### src/rtl/idu_decode_queue_pkg.sv
// Shared decode constants for the IDU: opcodes, alu_op codes, instruction classes
// and the opcode-to-class mapping used by the decoder.
package idu_pkg;

  localparam logic [6:0] OPC_LUI    = 7'b0110111;
  localparam logic [6:0] OPC_AUIPC  = 7'b0010111;
  localparam logic [6:0] OPC_JAL    = 7'b1101111;
  localparam logic [6:0] OPC_JALR   = 7'b1100111;
  localparam logic [6:0] OPC_BRANCH = 7'b1100011;
  localparam logic [6:0] OPC_LOAD   = 7'b0000011;
  localparam logic [6:0] OPC_STORE  = 7'b0100011;
  localparam logic [6:0] OPC_OP_IMM = 7'b0010011;
  localparam logic [6:0] OPC_OP     = 7'b0110011;
  localparam logic [6:0] OPC_SYSTEM = 7'b1110011;

  localparam logic [31:0] INST_ECALL  = 32'h0000_0073;
  localparam logic [31:0] INST_EBREAK = 32'h0010_0073;
  localparam logic [31:0] INST_MRET   = 32'h3020_0073;

  localparam logic [5:0] ALU_ADDI    = 6'b000000;
  localparam logic [5:0] ALU_LUI     = 6'b000001;
  localparam logic [5:0] ALU_AUIPC   = 6'b000010;
  localparam logic [5:0] ALU_JAL     = 6'b000011;
  localparam logic [5:0] ALU_JALR    = 6'b000100;
  localparam logic [5:0] ALU_BEQ     = 6'b000110;
  localparam logic [5:0] ALU_LW      = 6'b001000;
  localparam logic [5:0] ALU_SW      = 6'b001001;
  localparam logic [5:0] ALU_EBREAK  = 6'b001011;
  localparam logic [5:0] ALU_UNKNOWN = 6'b001111;
  localparam logic [5:0] ALU_CSRRW   = 6'b110000;
  localparam logic [5:0] ALU_CSRRS   = 6'b110001;
  localparam logic [5:0] ALU_ECALL   = 6'b110010;
  localparam logic [5:0] ALU_MRET    = 6'b110011;
  localparam logic [5:0] ALU_NONE    = 6'b111111;

  typedef enum logic [2:0] {
    CLS_COMPUTE = 3'd0,
    CLS_LOAD    = 3'd1,
    CLS_STORE   = 3'd2,
    CLS_BRANCH  = 3'd3,
    CLS_JUMP    = 3'd4,
    CLS_SYSTEM  = 3'd5,
    CLS_OTHER   = 3'd6
  } inst_class_e;

  function automatic inst_class_e class_of(input logic [6:0] opc);
    case (opc)
      OPC_OP_IMM, OPC_OP, OPC_LUI, OPC_AUIPC: class_of = CLS_COMPUTE;
      OPC_LOAD:                               class_of = CLS_LOAD;
      OPC_STORE:                              class_of = CLS_STORE;
      OPC_BRANCH:                             class_of = CLS_BRANCH;
      OPC_JAL, OPC_JALR:                      class_of = CLS_JUMP;
      OPC_SYSTEM:                             class_of = CLS_SYSTEM;
      default:                                class_of = CLS_OTHER;
    endcase
  endfunction

endpackage

### src/rtl/idu_decode_queue_if.sv
// IFU->IDU->EXU handshake bundle: fetch side, flush, and the decoded head entry.
interface idu_decode_queue_if;
  logic        in_valid;
  logic        in_ready;
  logic [31:0] in_inst;
  logic [31:0] in_pc;
  logic        flush;
  logic        out_valid;
  logic        out_ready;
  logic [31:0] out_pc;
  logic [31:0] out_inst;
  logic [6:0]  out_opcode;
  logic [2:0]  out_func3;
  logic [6:0]  out_func7;
  logic [4:0]  out_rs1;
  logic [4:0]  out_rs2;
  logic [4:0]  out_rd;
  logic [31:0] out_imm;
  logic [5:0]  out_alu_op;
  logic [2:0]  out_class;
  logic [11:0] out_csr_addr;
  logic        out_csr_wen;
  logic        out_is_ecall;
  logic        out_is_mret;

  modport master (
    output in_valid, in_inst, in_pc, flush, out_ready,
    input  in_ready, out_valid, out_pc, out_inst, out_opcode, out_func3, out_func7,
           out_rs1, out_rs2, out_rd, out_imm, out_alu_op, out_class,
           out_csr_addr, out_csr_wen, out_is_ecall, out_is_mret
  );

  modport slave (
    input  in_valid, in_inst, in_pc, flush, out_ready,
    output in_ready, out_valid, out_pc, out_inst, out_opcode, out_func3, out_func7,
           out_rs1, out_rs2, out_rd, out_imm, out_alu_op, out_class,
           out_csr_addr, out_csr_wen, out_is_ecall, out_is_mret
  );
endinterface

### src/rtl/idu_decode_queue_decoder.sv
// Pure combinational RV32I decoder for the queue head. With valid low every
// field reads 0 except alu_op, which reads all-ones.
module idu_decoder
  import idu_pkg::*;
(
  input  logic        valid,
  input  logic [31:0] inst,
  output logic [6:0]  opcode,
  output logic [2:0]  func3,
  output logic [6:0]  func7,
  output logic [4:0]  rs1,
  output logic [4:0]  rs2,
  output logic [4:0]  rd,
  output logic [31:0] imm,
  output logic [5:0]  alu_op,
  output logic [2:0]  cls,
  output logic [11:0] csr_addr,
  output logic        csr_wen,
  output logic        is_ecall,
  output logic        is_mret
);

  always_comb begin
    opcode   = '0;
    func3    = '0;
    func7    = '0;
    rs1      = '0;
    rs2      = '0;
    rd       = '0;
    imm      = '0;
    alu_op   = ALU_NONE;
    cls      = '0;
    csr_addr = '0;
    csr_wen  = 1'b0;
    is_ecall = 1'b0;
    is_mret  = 1'b0;
    if (valid) begin
      opcode = inst[6:0];
      func3  = inst[14:12];
      func7  = inst[31:25];
      rs1    = inst[19:15];
      rs2    = inst[24:20];
      rd     = inst[11:7];
      cls    = class_of(inst[6:0]);

      case (inst[6:0])
        OPC_LUI, OPC_AUIPC: imm = {inst[31:12], 12'b0};
        OPC_JAL:    imm = {{12{inst[31]}}, inst[19:12], inst[20], inst[30:21], 1'b0};
        OPC_BRANCH: imm = {{20{inst[31]}}, inst[7], inst[30:25], inst[11:8], 1'b0};
        OPC_STORE:  imm = {{21{inst[31]}}, inst[30:25], inst[11:7]};
        OPC_LOAD, OPC_OP_IMM, OPC_JALR: imm = {{21{inst[31]}}, inst[30:20]};
        default:    imm = '0;
      endcase

      alu_op = ALU_UNKNOWN;
      case (inst[6:0])
        OPC_OP_IMM: if (inst[14:12] == 3'b000) alu_op = ALU_ADDI;
        OPC_LUI:    alu_op = ALU_LUI;
        OPC_AUIPC:  alu_op = ALU_AUIPC;
        OPC_JAL:    alu_op = ALU_JAL;
        OPC_JALR:   alu_op = ALU_JALR;
        OPC_BRANCH: if (inst[14:12] == 3'b000) alu_op = ALU_BEQ;
        OPC_LOAD:   if (inst[14:12] == 3'b010) alu_op = ALU_LW;
        OPC_STORE:  if (inst[14:12] == 3'b010) alu_op = ALU_SW;
        OPC_SYSTEM: begin
          // ecall reads a7 (x17) for the service number
          if (inst == INST_ECALL) begin
            alu_op   = ALU_ECALL;
            is_ecall = 1'b1;
            rs1      = 5'd17;
          end else if (inst == INST_EBREAK) begin
            alu_op = ALU_EBREAK;
          end else if (inst == INST_MRET) begin
            alu_op  = ALU_MRET;
            is_mret = 1'b1;
          end else if (inst[14:12] == 3'b001 || inst[14:12] == 3'b010) begin
            alu_op   = inst[12] ? ALU_CSRRW : ALU_CSRRS;
            csr_wen  = 1'b1;
            csr_addr = inst[31:20];
          end
        end
        default: ;
      endcase
    end
  end

endmodule

### src/rtl/idu_decode_queue.sv
// Instruction queue between IFU and EXU with head decode and flush.
// Optional per-class retirement counters when IDU_PERF_EN is defined.
module idu_decode_queue
  import idu_pkg::*;
#(
  parameter int DEPTH = 2,
  parameter int CNT_W = 32
) (
  input  logic                   clock,
  input  logic                   reset,
  idu_decode_queue_if.slave      bus,
  output logic [$clog2(DEPTH):0] level
`ifdef IDU_PERF_EN
  ,
  input  logic [2:0]             perf_sel,
  output logic [CNT_W-1:0]       perf_cnt
`endif
);

  localparam int PW = $clog2(DEPTH);
  localparam logic [PW:0] FULL_LEVEL = (PW+1)'(DEPTH);

  logic [PW-1:0] wr_ptr;
  logic [PW-1:0] rd_ptr;
  logic [31:0]   inst_q [DEPTH];
  logic [31:0]   pc_q   [DEPTH];
  logic          push;
  logic          pop;

  assign bus.in_ready  = (level != FULL_LEVEL);
  assign bus.out_valid = (level != '0);
  // flush wins over both handshakes in the same cycle
  assign push = bus.in_valid && bus.in_ready && !bus.flush;
  assign pop  = bus.out_valid && bus.out_ready && !bus.flush;

  always_ff @(posedge clock or negedge reset) begin
    if (!reset) begin
      wr_ptr <= '0;
      rd_ptr <= '0;
      level  <= '0;
    end else if (bus.flush) begin
      wr_ptr <= '0;
      rd_ptr <= '0;
      level  <= '0;
    end else begin
      if (push) wr_ptr <= wr_ptr + 1'b1;
      if (pop)  rd_ptr <= rd_ptr + 1'b1;
      if (push && !pop)      level <= level + 1'b1;
      else if (!push && pop) level <= level - 1'b1;
    end
  end

  // payload needs no reset: it is only observed through a nonzero level
  always_ff @(posedge clock) begin
    if (push) begin
      inst_q[wr_ptr] <= bus.in_inst;
      pc_q[wr_ptr]   <= bus.in_pc;
    end
  end

  assign bus.out_inst = bus.out_valid ? inst_q[rd_ptr] : '0;
  assign bus.out_pc   = bus.out_valid ? pc_q[rd_ptr]   : '0;

  idu_decoder u_decoder (
    .valid    (bus.out_valid),
    .inst     (bus.out_inst),
    .opcode   (bus.out_opcode),
    .func3    (bus.out_func3),
    .func7    (bus.out_func7),
    .rs1      (bus.out_rs1),
    .rs2      (bus.out_rs2),
    .rd       (bus.out_rd),
    .imm      (bus.out_imm),
    .alu_op   (bus.out_alu_op),
    .cls      (bus.out_class),
    .csr_addr (bus.out_csr_addr),
    .csr_wen  (bus.out_csr_wen),
    .is_ecall (bus.out_is_ecall),
    .is_mret  (bus.out_is_mret)
  );

`ifdef IDU_PERF_EN
  // slots 0..6 count retirements per class, slot 7 counts all retirements
  logic [CNT_W-1:0] cnt_q [8];

  always_ff @(posedge clock or negedge reset) begin
    if (!reset) begin
      for (int i = 0; i < 8; i++) cnt_q[i] <= '0;
    end else if (pop) begin
      cnt_q[bus.out_class] <= cnt_q[bus.out_class] + 1'b1;
      cnt_q[7]             <= cnt_q[7] + 1'b1;
    end
  end

  assign perf_cnt = cnt_q[perf_sel];
`endif

endmodule

### src/flat_wrapper.sv
// flat-port wrapper written by rule: the top's interface ports become plain ports
module idu_decode_queue_flat import idu_pkg::*;
#(
  parameter int DEPTH = 2,
  parameter int CNT_W = 32
)
  (clock, reset, level, bus_in_valid, bus_in_inst, bus_in_pc, bus_flush, bus_out_ready, bus_in_ready, bus_out_valid, bus_out_pc, bus_out_inst, bus_out_opcode, bus_out_func3, bus_out_func7, bus_out_rs1, bus_out_rs2, bus_out_rd, bus_out_imm, bus_out_alu_op, bus_out_class, bus_out_csr_addr, bus_out_csr_wen, bus_out_is_ecall, bus_out_is_mret);
  idu_decode_queue_if bus_i ();
  input  logic clock;
  input  logic reset;
  output logic [$clog2(DEPTH):0] level;
  input wire logic [$bits(bus_i.in_valid)-1:0] bus_in_valid;
  input wire logic [$bits(bus_i.in_inst)-1:0] bus_in_inst;
  input wire logic [$bits(bus_i.in_pc)-1:0] bus_in_pc;
  input wire logic [$bits(bus_i.flush)-1:0] bus_flush;
  input wire logic [$bits(bus_i.out_ready)-1:0] bus_out_ready;
  output wire logic [$bits(bus_i.in_ready)-1:0] bus_in_ready;
  output wire logic [$bits(bus_i.out_valid)-1:0] bus_out_valid;
  output wire logic [$bits(bus_i.out_pc)-1:0] bus_out_pc;
  output wire logic [$bits(bus_i.out_inst)-1:0] bus_out_inst;
  output wire logic [$bits(bus_i.out_opcode)-1:0] bus_out_opcode;
  output wire logic [$bits(bus_i.out_func3)-1:0] bus_out_func3;
  output wire logic [$bits(bus_i.out_func7)-1:0] bus_out_func7;
  output wire logic [$bits(bus_i.out_rs1)-1:0] bus_out_rs1;
  output wire logic [$bits(bus_i.out_rs2)-1:0] bus_out_rs2;
  output wire logic [$bits(bus_i.out_rd)-1:0] bus_out_rd;
  output wire logic [$bits(bus_i.out_imm)-1:0] bus_out_imm;
  output wire logic [$bits(bus_i.out_alu_op)-1:0] bus_out_alu_op;
  output wire logic [$bits(bus_i.out_class)-1:0] bus_out_class;
  output wire logic [$bits(bus_i.out_csr_addr)-1:0] bus_out_csr_addr;
  output wire logic [$bits(bus_i.out_csr_wen)-1:0] bus_out_csr_wen;
  output wire logic [$bits(bus_i.out_is_ecall)-1:0] bus_out_is_ecall;
  output wire logic [$bits(bus_i.out_is_mret)-1:0] bus_out_is_mret;
  assign bus_i.in_valid = bus_in_valid;
  assign bus_i.in_inst = bus_in_inst;
  assign bus_i.in_pc = bus_in_pc;
  assign bus_i.flush = bus_flush;
  assign bus_i.out_ready = bus_out_ready;
  assign bus_in_ready = bus_i.in_ready;
  assign bus_out_valid = bus_i.out_valid;
  assign bus_out_pc = bus_i.out_pc;
  assign bus_out_inst = bus_i.out_inst;
  assign bus_out_opcode = bus_i.out_opcode;
  assign bus_out_func3 = bus_i.out_func3;
  assign bus_out_func7 = bus_i.out_func7;
  assign bus_out_rs1 = bus_i.out_rs1;
  assign bus_out_rs2 = bus_i.out_rs2;
  assign bus_out_rd = bus_i.out_rd;
  assign bus_out_imm = bus_i.out_imm;
  assign bus_out_alu_op = bus_i.out_alu_op;
  assign bus_out_class = bus_i.out_class;
  assign bus_out_csr_addr = bus_i.out_csr_addr;
  assign bus_out_csr_wen = bus_i.out_csr_wen;
  assign bus_out_is_ecall = bus_i.out_is_ecall;
  assign bus_out_is_mret = bus_i.out_is_mret;
  idu_decode_queue #(.DEPTH(DEPTH), .CNT_W(CNT_W)) u_core (.clock(clock), .reset(reset), .bus(bus_i), .level(level));
endmodule
### config.mk
export PLATFORM = sky130hd
export DESIGN_NAME = idu_decode_queue_flat
export DESIGN_NICKNAME = d
export VERILOG_FILES = /design/src/rtl/idu_decode_queue_pkg.sv /design/src/rtl/idu_decode_queue_if.sv /design/src/rtl/idu_decode_queue_decoder.sv /design/src/rtl/idu_decode_queue.sv /design/src/flat_wrapper.sv
export SDC_FILE = /design/constraint.sdc
export NUM_CORES = 1
export LEC_CHECK = 0
export CAP_MARGIN = 10
export CELL_PAD_IN_SITES_DETAIL_PLACEMENT = 1
export CELL_PAD_IN_SITES_GLOBAL_PLACEMENT = 1
export CORE_ASPECT_RATIO = 0.6
export CORE_MARGIN = 10
export CORE_UTILIZATION = 35
export CTS_CLUSTER_SIZE = 25
export DETAILED_ROUTE_END_ITERATION = 12
export HOLD_SLACK_MARGIN = 0.15
export MAX_ROUTING_LAYER = met4
export PLACE_DENSITY_LB_ADDON = 0.1
export SYNTH_ARGS = -nofsm -noshare
export SYNTH_HDL_FRONTEND = slang
export SYNTH_SLANG_ARGS = --single-unit
### constraint.sdc
create_clock -name clock -period 8.4 [get_ports clock]
set_clock_uncertainty 0.15 [all_clocks]
set_input_delay 0.84 -clock clock [delete_from_list [all_inputs] [get_ports clock]]
set_output_delay 0.84 -clock clock [all_outputs]
set_load 0.02 [all_outputs]
==> run_results.csv <==
group,metric,value,unit
outcome,outcome,"finished clean",
power,seq_power_share,41.8,%
critical_path,rr_endpoint,"u_core.rd_ptr",
logic_synthesis,syn-mean-instance-area,12.6,sq um
placed_design,post_dp_cell_area,8700,sq um
logic_synthesis,top_area_share,59.4,%
routing,drt-vias-per-instance,5.04,
power,p_int,1370,uW
final_layout,drive_gt1_share,9.82,%
logic_synthesis,synth_area,6470,sq um
logic_synthesis,compound_area_share,8.09,%
logic_synthesis,synthMuxAreaShare,10.7,%
sta,rsz0062_at_grt,"no",
sta,period_used_share,64.7,%
logic_synthesis,ys_cells,514,
routing,dr.pass1.iters,4,
critical_path,crit_cells,8,
global_route,top_usage_layer,"met2",
global_route,grt.met3_usage,4.88,%
sta,setup_viol_count_final,0,
logic_synthesis,ys_seq_share,61.0,%
final_layout,final_area,9280,sq um
critical_path,critPathSlowestCell,"buf_4",
logic_synthesis,synthAdderAreaFrac,0,%
final_layout,num-nets-final,779,
sta,worstMarginPinSlew,1.18,ns
critical_path,crit_end,"bus_out_alu_op[5]",
cts,hold_buffers,0,
logic_synthesis,most_common_cell,"edfxtp_1",
power,power,1830,uW
sta,setup_tns,0,ns
logic_synthesis,top_logic_kind,"simple AND/OR/NAND/NOR gates",
die,fp_util,35.7,%
global_route,globalRouteMet2Util,28.3,%
min_path,hold_depth,2,
routing,ant_nets,0,
cts,cts_buffers,17,
logic_synthesis,ys_sh_xor,0.542,%
sta,relSlewSlack,21.4,%
sta,fin_hold_ws,0.471,ns
placed_design,gp_congestion,0.882,
routing,wl_met3,1260,microns
global_route,grt_pass1_wl,32300,microns
logic_synthesis,yosys-stat-area,6470,sq um
logic_synthesis,synth-edff-count,128,
critical_path,required,7.41,ns
logic_synthesis,topCellsByArea,"edfxtp_1, mux2i_1, nor2_1, buf_4, dfrtp_1",
placed_design,place_inst,931,
critical_path,critical_path.endpoint_type,"primary output",
critical_path,r2r_cells,6,
[metrics by stage]
step           setup slack (ns)  util (%)
3_3_place_gp               3.50      48.0
6_report                   2.97      51.2
4_1_cts                    2.90      51.2
3_5_place_dp               3.39      48.0
2_1_floorplan              1.96         -
5_1_grt                    2.55      51.2
[final cells by class]
cell class / count / area [sq um]
Sequential cell: 132 / 3950
Clock buffer: 21 / 440
Inverter: 23 / 86.3
Tap cell: 240 / 300
Multi-Input combinational cell: 306 / 2080
Antenna cell: 2 / 5.00
Timing Repair Buffer: 230 / 2290
Fill cell: 1880 / 8830
Clock inverter: 11 / 134
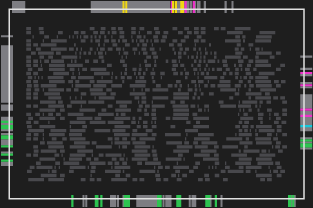
Fig. 1. I/O pins on the die edge.
(1.5 px per micron) Pins as bars across the die edge, other pins in gray.
[bus_out_opcode] magenta | pins: 7 | direction: output | edge: 4 east, 3 north
[bus_out_ready] cyan | pins: 1 | direction: input | edge: east
[bus_out_alu_op] yellow | pins: 6 | direction: output | edge: north
[bus_out_pc] green | pins: 32 | direction: output | edge: 21 south, 8 west, 3 east
all pins by edge: 86 north, 57 south, 51 west, 31 east
DIE HEIGHT: 125 microns
# port buffers: 224
Die W: 195 microns

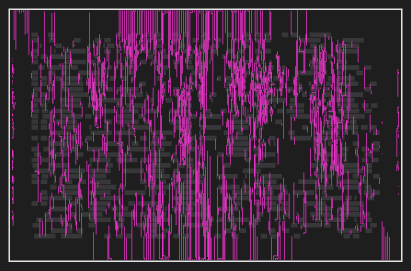
Fig. 2. The metal 2 layer.
(2 px per micron)
main direction: vertical
wire length on this layer: 10500 microns
share of all routed wire: 49%
nets with wire on the layer: 730
longest straight run: 65.3 microns

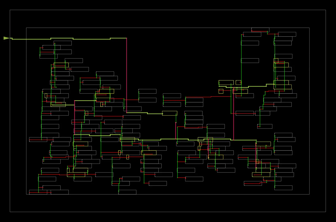
Fig. 3. The clock network.
Latency at later pin: 0.41 ns
clock buffers: 21
CTS Sinks: 132
Clk power: 722 uW

Power is estimated from default activity; no workload was simulated.
